### config.mk
export PLATFORM = sky130hd
export DESIGN_NAME = ccff_bitstream_loader
export DESIGN_NICKNAME = d
export VERILOG_FILES = /design/src/rtl/ccff_bitstream_loader.sv
export SDC_FILE = /design/constraint.sdc
export NUM_CORES = 1
export LEC_CHECK = 0
export CORE_MARGIN = 2
export CORE_UTILIZATION = 55
export CTS_CLUSTER_SIZE = 24
export DETAILED_ROUTE_END_ITERATION = 10
export PLACE_DENSITY = 0.8
export SETUP_SLACK_MARGIN = 0.5
export SYNTH_ARGS = -nofsm -noshare
export SYNTH_HDL_FRONTEND = slang
export SYNTH_SLANG_ARGS = --single-unit
### constraint.sdc
create_clock -name prog_clk -period 5.2 [get_ports prog_clk]
set_clock_uncertainty 0.1 [all_clocks]
set_input_delay 1.04 -clock prog_clk [delete_from_list [all_inputs] [get_ports prog_clk]]
set_output_delay 1.04 -clock prog_clk [all_outputs]
set_load 0.02 [all_outputs]
### src/rtl/ccff_bitstream_loader.sv
`default_nettype none
// ============================================================================
// Module   : ccff_bitstream_loader
// Brief    : Serialises host configuration words onto a ccff chain head with a
//            gated shift enable, accumulating parity of the bits read back.
// Revision : 1.0
// ============================================================================
module ccff_bitstream_loader #(
    parameter int WORD_W    = 8,
    parameter int CHAIN_LEN = 18,
    parameter int CNT_W     = $clog2(CHAIN_LEN + 1)
) (
    input  logic              prog_clk,
    input  logic              pReset,
    input  logic              start,
    input  logic [WORD_W-1:0] word_data,
    input  logic              word_valid,
    output logic              word_ready,
    output logic              ccff_head,
    output logic              shift_en,
    input  logic              ccff_tail,
    output logic              busy,
    output logic              done,
    output logic              readback_parity
);

    localparam int BUF_CNT_W = $clog2(WORD_W + 1);

    localparam logic [1:0] c_IDLE = 2'd0;
    localparam logic [1:0] c_LOAD = 2'd1;
    localparam logic [1:0] c_DONE = 2'd2;

    localparam logic [CNT_W-1:0]     c_CHAIN_LEN = CNT_W'(CHAIN_LEN);
    localparam logic [CNT_W-1:0]     c_LAST_BIT  = CNT_W'(CHAIN_LEN - 1);
    localparam logic [CNT_W-1:0]     c_BIT_ONE   = CNT_W'(1);
    localparam logic [BUF_CNT_W-1:0] c_WORD_W    = BUF_CNT_W'(WORD_W);
    localparam logic [BUF_CNT_W-1:0] c_BUF_ONE   = BUF_CNT_W'(1);

    logic [1:0]           r_state;
    logic [WORD_W-1:0]    r_buf;
    logic [BUF_CNT_W-1:0] r_buf_cnt;
    logic [CNT_W-1:0]     r_bit_cnt;
    logic                 r_rb_par;

    logic w_in_load;
    logic w_shift;
    logic w_word_ready;
    logic w_fetch;
    logic w_last_bit;

    // Every output is a pure decode of registered state; inputs never reach
    // an output in the same cycle.
    assign w_in_load    = (r_state == c_LOAD);
    assign w_shift      = w_in_load && (r_buf_cnt != '0);
    assign w_word_ready = w_in_load && (r_buf_cnt == '0) && (r_bit_cnt < c_CHAIN_LEN);
    assign w_fetch      = w_word_ready && word_valid;
    assign w_last_bit   = w_shift && (r_bit_cnt == c_LAST_BIT);

    assign word_ready      = w_word_ready;
    assign shift_en        = w_shift;
    assign ccff_head       = w_shift & r_buf[0];
    assign busy            = w_in_load;
    assign done            = (r_state == c_DONE);
    assign readback_parity = r_rb_par;

    always_ff @(posedge prog_clk or posedge pReset) begin
        if (pReset) begin
            r_state   <= c_IDLE;
            r_buf     <= '0;
            r_buf_cnt <= '0;
            r_bit_cnt <= '0;
            r_rb_par  <= 1'b0;
        end else begin
            case (r_state)
                c_IDLE: begin
                    if (start) begin
                        r_state   <= c_LOAD;
                        r_buf_cnt <= '0;
                        r_bit_cnt <= '0;
                        r_rb_par  <= 1'b0;
                    end
                end
                c_LOAD: begin
                    if (w_fetch) begin
                        r_buf     <= word_data;
                        r_buf_cnt <= c_WORD_W;
                    end else if (w_shift) begin
                        r_buf     <= r_buf >> 1;
                        r_bit_cnt <= r_bit_cnt + c_BIT_ONE;
                        r_rb_par  <= r_rb_par ^ ccff_tail;
                        // Leftover bits of the final word are dropped here.
                        if (w_last_bit) begin
                            r_buf_cnt <= '0;
                            r_state   <= c_DONE;
                        end else begin
                            r_buf_cnt <= r_buf_cnt - c_BUF_ONE;
                        end
                    end
                end
                c_DONE: begin
                    r_state <= c_IDLE;
                end
                default: begin
                    r_state <= c_IDLE;
                end
            endcase
        end
    end

endmodule
`default_nettype wire

==> impl_metrics.py <==
# Flow results
metrics = {
    "timing": {
        "max_slew_margin_pct": 48.4,
        "fin_setup_tns_ns": 0,
        "finalClockPeriodUsage_pct": 66.7,
        "drv_slew": 0,
        "fin_crit_ns": 3.47,
    },
    "final_layout": {
        "final_cells": 143,
        "finish.instance_area_mm2": 0.00130,
        "comb_area_share_pct": 39.9,
        "largestRegisters": "r_buf: 8 flops, r_bit_cnt: 5 flops, r_buf_cnt: 4 flops",
        "nNonClkBuffers": 18,
        "combGateArea_um2": 520,
        "biggestCellCategory": "combinational gates",
        "largest_register_ffs": 8,
    },
    "worst_setup_path": {
        "critPathTopFamily": "buffers and inverters",
        "rr_worst_depth": 6,
        "endpoint_kind": "output pin",
        "path_buffers": 2,
        "cp-start-kind": "flop",
        "crit_type": "reg2out",
        "critPathSlowestCell": "clkdlybuf4s50_1",
    },
    "run": {
        "warnings": 27,
    },
    "synthesis": {
        "ys_sh_mux_pct": 4.11,
        "synth_area_mm2": 0.00107,
        "topCellsByArea": "dfrtp_1 (47%), a22o_2 (5.6%), a21o_1 (5.6%)",
        "avgSynthCellArea_um2": 10.8,
    },
    "die": {
        "core_mm2": 0.00178,
        "pin_count": 19,
        "die_x_um": 48.0,
        "die_area_mm2": 0.00231,
    },
    "routing": {
        "topRoutingLayerUsed": "met4",
        "drcViolationCount": 0,
    },
    "min_path": {
        "worstHoldStart": "r_buf[5]$_DFFE_PP0P_",
    },
    "placement": {
        "place_inst": 139,
        "dpl_cell_area_mm2": 0.00125,
        "place_congestion": 0.834,
    },
    "run_status": {
        "status": "finished clean",
    },
    "pwr": {
        "p_leak_nw": 0.642,
    },
    "cts": {
        "cts_setup_buffers": 0,
    },
    "global_route": {
        "grtUsageMet3_pct": 3.40,
    },
}
-- power by group --
part / internal, mW / switching, mW / leakage [nW]
combinational: 0.192 / 0.195 / 0.362
clock: 0.0779 / 0.0464 / 0.0279
sequential: 0.218 / 0.0607 / 0.252
-- Yosys cell counts, drive strengths merged --
cell	number
dfrtp	20
nor2	9
a21o	8
a22o	8
nand2	6
inv	5
o21ai	5
and3	3
ha	3
mux2	3
nand3	3
a21oi	2
buf	2
nor3	2
nor3b	2
o31a	2
a221o	1
a2bb2oi	1
a31oi	1
a32o	1
clkbuf	1
mux2i	1
nand2b	1
nor2b	1
nor4b	1
nor4bb	1
o21bai	1
o22ai	1
o31ai	1
or3	1
or3b	1
or4	1
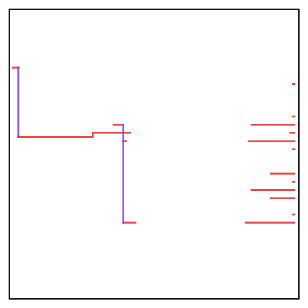
**Above:** metal layers overlaid.
Scale: 6 px per um. Two of the layers only.
legend:
  purple:
    layer: M4
    wire_length: 27.9 um
  red:
    layer: M3
    wire_length: 63.7 um
via count: 827
Total GRT Usage: 21.3%
Routed WL: 2.09 mm

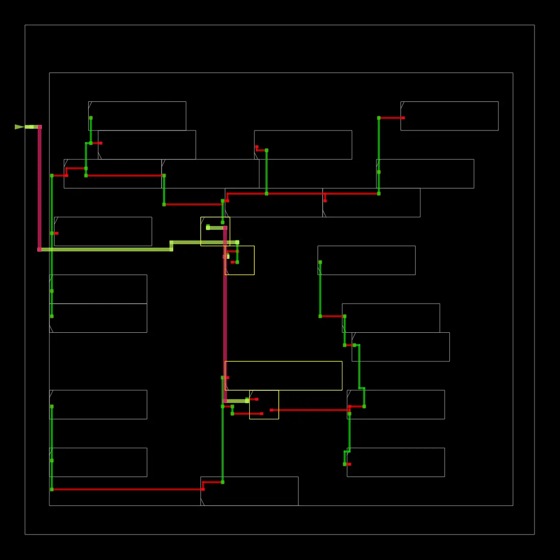
**Above:** clock routing.
FFs & Latches: 20
Num CTS Buffers: 3
clk latency late pin: 0.29 ns
Power Clock: 124 uW

Power figures rest on the tool's default switching activity, not on a simulated workload.
